`config.mk`:
```
export PLATFORM = sky130hd
export DESIGN_NAME = mul_div_unit
export DESIGN_NICKNAME = d
export VERILOG_FILES = /design/src/rtl/md_pkg.sv /design/src/rtl/div_iter.sv /design/src/rtl/mul_div_unit.sv
export SDC_FILE = /design/constraint.sdc
export NUM_CORES = 2
export LEC_CHECK = 0
export ABC_AREA = 1
export CAP_MARGIN = 20
export CORE_MARGIN = 5
export CORE_UTILIZATION = 40
export CTS_BUF_LIST = sky130_fd_sc_hd__clkbuf_4
export CTS_CLUSTER_SIZE = 30
export DETAILED_ROUTE_END_ITERATION = 7
export PLACE_DENSITY = 0.6
export SYNTH_ARGS = -nofsm -noshare
export SYNTH_HDL_FRONTEND = slang
export SYNTH_HIERARCHICAL = 1
export SYNTH_SLANG_ARGS = --single-unit
```
`constraint.sdc`:
```
create_clock -name clk -period 12.4 [get_ports clk]
set_input_delay 1.24 -clock clk [delete_from_list [all_inputs] [get_ports clk]]
set_output_delay 1.24 -clock clk [all_outputs]
set_load 0.05 [all_outputs]
```
`src/rtl/md_pkg.sv`:
```
// Shared types and helpers for the RV32M multiply/divide unit.
package md_pkg;

  typedef enum logic [2:0] {
    MUL    = 3'd0,
    MULH   = 3'd1,
    MULHSU = 3'd2,
    MULHU  = 3'd3,
    DIV    = 3'd4,
    DIVU   = 3'd5,
    REM    = 3'd6,
    REMU   = 3'd7
  } md_op_t;

  typedef enum logic [1:0] {
    ST_IDLE = 2'd0,
    ST_MUL  = 2'd1,
    ST_DIV  = 2'd2,
    ST_DONE = 2'd3
  } md_state_t;

  // Zero-flag encoding shared with the combinational ALU.
  localparam logic ALU_RESULT_IS_ZERO     = 1'b1;
  localparam logic ALU_RESULT_IS_NOT_ZERO = 1'b0;

  // Fill bit used when widening an operand: sign bit if signed, zero otherwise.
  function automatic logic sext_bit(input logic msb, input logic is_signed);
    return msb & is_signed;
  endfunction

endpackage

```
`src/rtl/div_iter.sv`:
```
// Restoring divider core on unsigned magnitudes, one quotient bit per edge.
// The start edge already performs the first iteration, so q/r are complete
// WIDTH edges after start (done pulses for one cycle at that point).
module div_iter #(
  parameter int WIDTH = 32
) (
  input  logic             clk,
  input  logic             rst,
  input  logic             start,
  input  logic [WIDTH-1:0] a,
  input  logic [WIDTH-1:0] b,
  output logic             busy,
  output logic             done,
  output logic [WIDTH-1:0] q,
  output logic [WIDTH-1:0] r
);

  localparam int CW = $clog2(WIDTH);

  logic [CW-1:0]    cnt_q;
  logic             busy_q, done_q;
  logic [WIDTH-1:0] rem_q, quo_q, den_q;

  logic [WIDTH-1:0] rem_src, quo_src, den_src, rem_nxt, quo_nxt;
  logic [WIDTH:0]   shifted, diff;
  logic             take;

  // One restoring step: shift in next dividend bit, subtract if it fits.
  always_comb begin
    rem_src = start ? '0 : rem_q;
    quo_src = start ? a : quo_q;
    den_src = start ? b : den_q;
    shifted = {rem_src, quo_src[WIDTH-1]};
    diff    = shifted - {1'b0, den_src};
    take    = ~diff[WIDTH];
    rem_nxt = take ? diff[WIDTH-1:0] : shifted[WIDTH-1:0];
    quo_nxt = {quo_src[WIDTH-2:0], take};
  end

  // Iteration state; start always restarts, even over a stale run.
  always_ff @(posedge clk or posedge rst) begin
    if (rst) begin
      cnt_q  <= '0;
      busy_q <= 1'b0;
      done_q <= 1'b0;
      rem_q  <= '0;
      quo_q  <= '0;
      den_q  <= '0;
    end else if (start) begin
      rem_q  <= rem_nxt;
      quo_q  <= quo_nxt;
      den_q  <= b;
      cnt_q  <= CW'(WIDTH - 1);
      busy_q <= 1'b1;
      done_q <= 1'b0;
    end else if (busy_q) begin
      rem_q <= rem_nxt;
      quo_q <= quo_nxt;
      cnt_q <= cnt_q - 1'b1;
      if (cnt_q == CW'(1)) begin
        busy_q <= 1'b0;
        done_q <= 1'b1;
      end
    end else begin
      done_q <= 1'b0;
    end
  end

  assign busy = busy_q;
  assign done = done_q;
  assign q    = quo_q;
  assign r    = rem_q;

endmodule

```
`src/rtl/mul_div_unit.sv`:
```
// Multi-cycle RV32M multiply/divide unit with valid/ready handshake.
module mul_div_unit
  import md_pkg::*;
#(
  parameter int WIDTH       = 32,
  parameter int MUL_LATENCY = 2
) (
  input  logic             clk,
  input  logic             rst,
  input  logic             kill,
  input  logic             in_valid,
  output logic             in_ready,
  input  md_op_t           operator,
  input  logic [WIDTH-1:0] operand1,
  input  logic [WIDTH-1:0] operand2,
  output logic             out_valid,
  input  logic             out_ready,
  output logic [WIDTH-1:0] result,
  output logic             result_is_zero
);

  localparam logic [WIDTH-1:0] MIN_INT = {1'b1, {(WIDTH-1){1'b0}}};
  // Product stages after the operand edge; the result register is the last one.
  localparam int PD  = (MUL_LATENCY > 1) ? MUL_LATENCY - 1 : 1;
  localparam int MCW = (MUL_LATENCY > 2) ? $clog2(MUL_LATENCY - 1) : 1;

  md_state_t        state_q, state_d;
  md_op_t           op_q;
  logic             neg_q_q, neg_r_q;
  logic [MCW-1:0]   mcnt_q, mcnt_d;
  logic [WIDTH-1:0] result_d, result_q;
  logic             rz_q;

  logic             accept, sgn_div, a_sgn, b_sgn, div_zero, div_ovf;
  logic [2*WIDTH-1:0] ma_c, mb_c, mprod_c, mprod_out;
  logic [2*WIDTH-1:0] mpipe_q [PD];
  logic [WIDTH-1:0] dabs_a, dabs_b, q_fix, r_fix;
  logic             div_start, div_busy, div_done;
  logic [WIDTH-1:0] div_q, div_r;

  function automatic logic [WIDTH-1:0] mul_sel(input md_op_t op, input logic [2*WIDTH-1:0] p);
    return (op == MUL) ? p[WIDTH-1:0] : p[2*WIDTH-1:WIDTH];
  endfunction

  assign in_ready  = (state_q == ST_IDLE);
  assign out_valid = (state_q == ST_DONE);
  assign accept    = in_valid && in_ready && !kill;

  // Operand conditioning: signedness for the product, magnitudes for the divider.
  always_comb begin
    a_sgn    = (operator == MUL) || (operator == MULH) || (operator == MULHSU);
    b_sgn    = (operator == MUL) || (operator == MULH);
    sgn_div  = (operator == DIV) || (operator == REM);
    ma_c     = {{WIDTH{sext_bit(operand1[WIDTH-1], a_sgn)}}, operand1};
    mb_c     = {{WIDTH{sext_bit(operand2[WIDTH-1], b_sgn)}}, operand2};
    mprod_c  = ma_c * mb_c;
    dabs_a   = (sgn_div && operand1[WIDTH-1]) ? -operand1 : operand1;
    dabs_b   = (sgn_div && operand2[WIDTH-1]) ? -operand2 : operand2;
    div_zero = (operand2 == '0);
    div_ovf  = sgn_div && (operand1 == MIN_INT) && (operand2 == '1);
    q_fix    = neg_q_q ? -div_q : div_q;
    r_fix    = neg_r_q ? -div_r : div_r;
  end

  // Product pipeline; free-running, the latency counter picks the right slot.
  always_ff @(posedge clk) begin
    mpipe_q[0] <= mprod_c;
    for (int i = 1; i < PD; i++) mpipe_q[i] <= mpipe_q[i-1];
  end

  assign mprod_out = (MUL_LATENCY > 1) ? mpipe_q[PD-1] : mprod_c;

  div_iter #(.WIDTH(WIDTH)) u_div (
    .clk   (clk),
    .rst   (rst),
    .start (div_start),
    .a     (dabs_a),
    .b     (dabs_b),
    .busy  (div_busy),
    .done  (div_done),
    .q     (div_q),
    .r     (div_r)
  );

  // Next-state and result selection; kill wins over everything.
  always_comb begin
    state_d   = state_q;
    result_d  = result_q;
    mcnt_d    = mcnt_q;
    div_start = 1'b0;
    case (state_q)
      ST_IDLE: if (accept) begin
        case (operator)
          MUL, MULH, MULHSU, MULHU: begin
            if (MUL_LATENCY == 1) begin
              result_d = mul_sel(operator, mprod_c);
              state_d  = ST_DONE;
            end else begin
              mcnt_d  = MCW'((MUL_LATENCY > 1) ? MUL_LATENCY - 2 : 0);
              state_d = ST_MUL;
            end
          end
          DIV, DIVU, REM, REMU: begin
            state_d = ST_DONE;
            if (div_zero)
              result_d = (operator == DIV || operator == DIVU) ? '1 : operand1;
            else if (div_ovf)
              result_d = (operator == DIV) ? MIN_INT : '0;
            else begin
              div_start = 1'b1;
              state_d   = ST_DIV;
            end
          end
          default: begin
            result_d = '0;
            state_d  = ST_DONE;
          end
        endcase
      end
      ST_MUL: begin
        if (mcnt_q == '0) begin
          result_d = mul_sel(op_q, mprod_out);
          state_d  = ST_DONE;
        end else begin
          mcnt_d = mcnt_q - 1'b1;
        end
      end
      ST_DIV: if (div_done && !div_busy) begin
        result_d = (op_q == DIV || op_q == DIVU) ? q_fix : r_fix;
        state_d  = ST_DONE;
      end
      ST_DONE: if (out_ready) state_d = ST_IDLE;
      default: state_d = ST_IDLE;
    endcase
    if (kill) begin
      state_d   = ST_IDLE;
      result_d  = result_q;
      div_start = 1'b0;
    end
  end

  // Control, latched op info, and result with its zero flag.
  always_ff @(posedge clk or posedge rst) begin
    if (rst) begin
      state_q  <= ST_IDLE;
      op_q     <= MUL;
      neg_q_q  <= 1'b0;
      neg_r_q  <= 1'b0;
      mcnt_q   <= '0;
      result_q <= '0;
      rz_q     <= ALU_RESULT_IS_ZERO;
    end else begin
      state_q  <= state_d;
      mcnt_q   <= mcnt_d;
      result_q <= result_d;
      rz_q     <= (result_d == '0) ? ALU_RESULT_IS_ZERO : ALU_RESULT_IS_NOT_ZERO;
      if (accept) begin
        op_q    <= operator;
        neg_q_q <= sgn_div && (operand1[WIDTH-1] ^ operand2[WIDTH-1]);
        neg_r_q <= sgn_div && operand1[WIDTH-1];
      end
    end
  end

  assign result         = result_q;
  assign result_is_zero = rz_q;

endmodule
```
Signal wires by layer:
Drawn at 1 px/um.
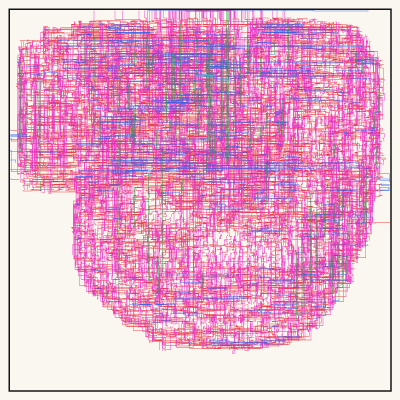
metal 2: drawn in magenta, wire length 86.1 mm. metal 1: drawn in red, wire length 76.6 mm. metal 4: drawn in green, wire length 7020 um. metal 3: drawn in blue, wire length 13900 um. metal 5: drawn in cyan, wire length 17.5 um.
WL final: 184 mm
DR WL/cell: 20.3 um
Via Count: 46.2k
total track usage: 25.5%

Local utilization:
Drawn at 1 px/um. 38 x 38 tiles, from white (low) to dark blue (high), 0 to 100% covered.
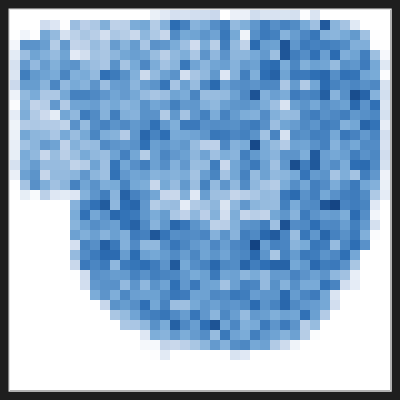
25% of the tiles are nearly empty. The mean over all tiles is 38%. The emptiest ninth of the die: south-west. The fullest tile reaches 92%.
fin util: 42.6%
Core Box Area: 136000 um^2
Pre-Place Util: 40.4%

Where the registers sit:
Drawn at 1 px/um.
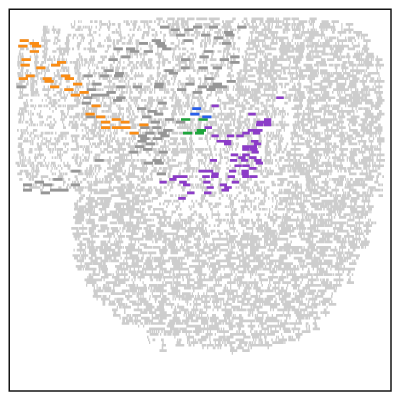
mpipe_q: drawn in purple, flops 64, where center. u_div/cnt_q: drawn in green, flops 5. op_q: drawn in blue, flops 3. u_div/r: drawn in orange, flops 32, where north-west.
Another 103 sequential cells are not colored.
flop share of the area: 8.41%
Reg area: 4860 um^2

==> reports/results.tsv <==
stage	metric	value	unit
synthesis	ys_sh_simple	20.9	%
worst_setup_path	cp_common_cell	fa_1	
synthesis	ff_type	dfrtp_1	
run_status	status	complete, no violations	
flow_run	warning_count	31	
grt	grt_pass1_wl	287	mm
synthesis	synth_area	54800	um^2
placed_design	port-buffer-count	106	
cts	ctsLongestPathBuffers	3	
synthesis	synth_seq_share	8.87	%
cells_and_area	areaGrowthSynthToFinish	5.46	%
worst_setup_path	path_class	in2reg	
worst_setup_path	critPathRequiredTime	13160	ps
worst_setup_path	arrival	10940	ps
worst_setup_path	slowest_delay	1000	ps
cts	clk_latency	830	ps
sta	fin_crit	10180	ps
grt	grt_pass1_vias	48400	
synthesis	ys.warnings.count	6	
die	die-area	145000	um^2
worst_setup_path	critical_path_peak_fanout	17	
detailed_routing	drc	0	
sta	setup_viol	0	
==> critical path, delay by kind of cell <==
| family | cells | cell delay, ps |
|---|---|---|
| buf+inv | 8 | 2390 |
| simple gates | 3 | 870 |
| compound gates | 5 | 1060 |
| fa+ha+maj | 9 | 5210 |
| xor+xnor | 1 | 130 |
==> how the worst max path moves through the flow <==
stage	slack [ps]	endpoint	from
2_1_floorplan	3730	mpipe_q[0][60]	operator[2]
3_3_place_gp	1620	mpipe_q[0][60]	operator[2]
3_5_place_dp	1430	mpipe_q[0][60]	operator[2]
4_1_cts	2300	mpipe_q[0][60]	operator[2]
5_1_grt	1810	mpipe_q[0][60]	operator[1]
6_report	2220	mpipe_q[0][60]	operator[1]
==> flip-flops by register name, indices dropped and copies added, names as in the netlist <==
signal and cells:
u_div/den_q 32, neg_r_q 1, u_div/r 32, mpipe_q 64, state_q 2, result_is_zero 1
u_div/cnt_q 5, u_div/done 1, u_div/q 32, op_q 3, neg_q_q 1, result 32
u_div/busy 1
==> metrics by stage <==
step	cells	instance area, um^2
3_3_place_gp	8924	57000
6_report	9041	57800
5_1_grt	9038	57800
2_1_floorplan	7296	54800
4_1_cts	9029	57700
3_5_place_dp	8924	57000
==> cell usage in the layout, fill, tap and decap left out, types with 45 or more instances in the layout <==
master / Yosys / layout
buf_4: 5 / 85
ha_1: 256 / 256
o21ai_0: 171 / 171
or2_2: 45 / 45
nand3_1: 202 / 202
nand4_1: 51 / 51
buf_2: 38 / 62
inv_1: 1928 / 1927
nand2_1: 1970 / 1970
nor2_1: 397 / 393
xor2_1: 111 / 111
fa_1: 1126 / 1126
a21oi_1: 151 / 151
dfxtp_1: 64 / 64
clkbuf_4: 0 / 75
dfrtp_1: 142 / 142
==> area by class of cell <==
type	instances	area [um^2]
flip-flops and latches	207	4860
inverters	1948	7320
repair buffers	192	1410
well taps	1781	2230
clock inverters	30	194
fillers	14000	78000
diodes	11	27.5
clock buffers	75	563
multi-input cells	4797	41200
==> cells in the mapped netlist, drive strengths merged, types with 13 or more instances <==
cell type	instances	area share (%)
xor2	111	1.8
nor3	47	0.53
o21ai	199	1.8
nand3b	13	0.18
nor2	413	2.9
fa	1126	41
or2	47	0.54
clkbuf	176	1.2
dfxtp	64	2.3
dfrtp	142	6.5
buf	168	1.5
nand2	2000	14
ha	256	5.8
nand4	55	0.67
inv	1944	13
xnor2	42	0.67
nand3	212	2.0
o211ai	26	0.36
a31oi	21	0.24
o21bai	13	0.18
a21oi	155	1.5
==> logic make-up after synthesis <==
group,Yosys count
AND/OR/NAND/NOR,2794
adder cells (fa/ha/maj),1382
flip-flops,207
buffers and inverters,2292
AND-OR/OR-AND,468
XOR/XNOR,153
==> routing by layer <==
layer  vias to the layer above  wire (um)
li1                      20800          -
met1                     23300      76600
met2                      1787      86100
met3                       361      13900
met4                         2       7020
met5                         -         17
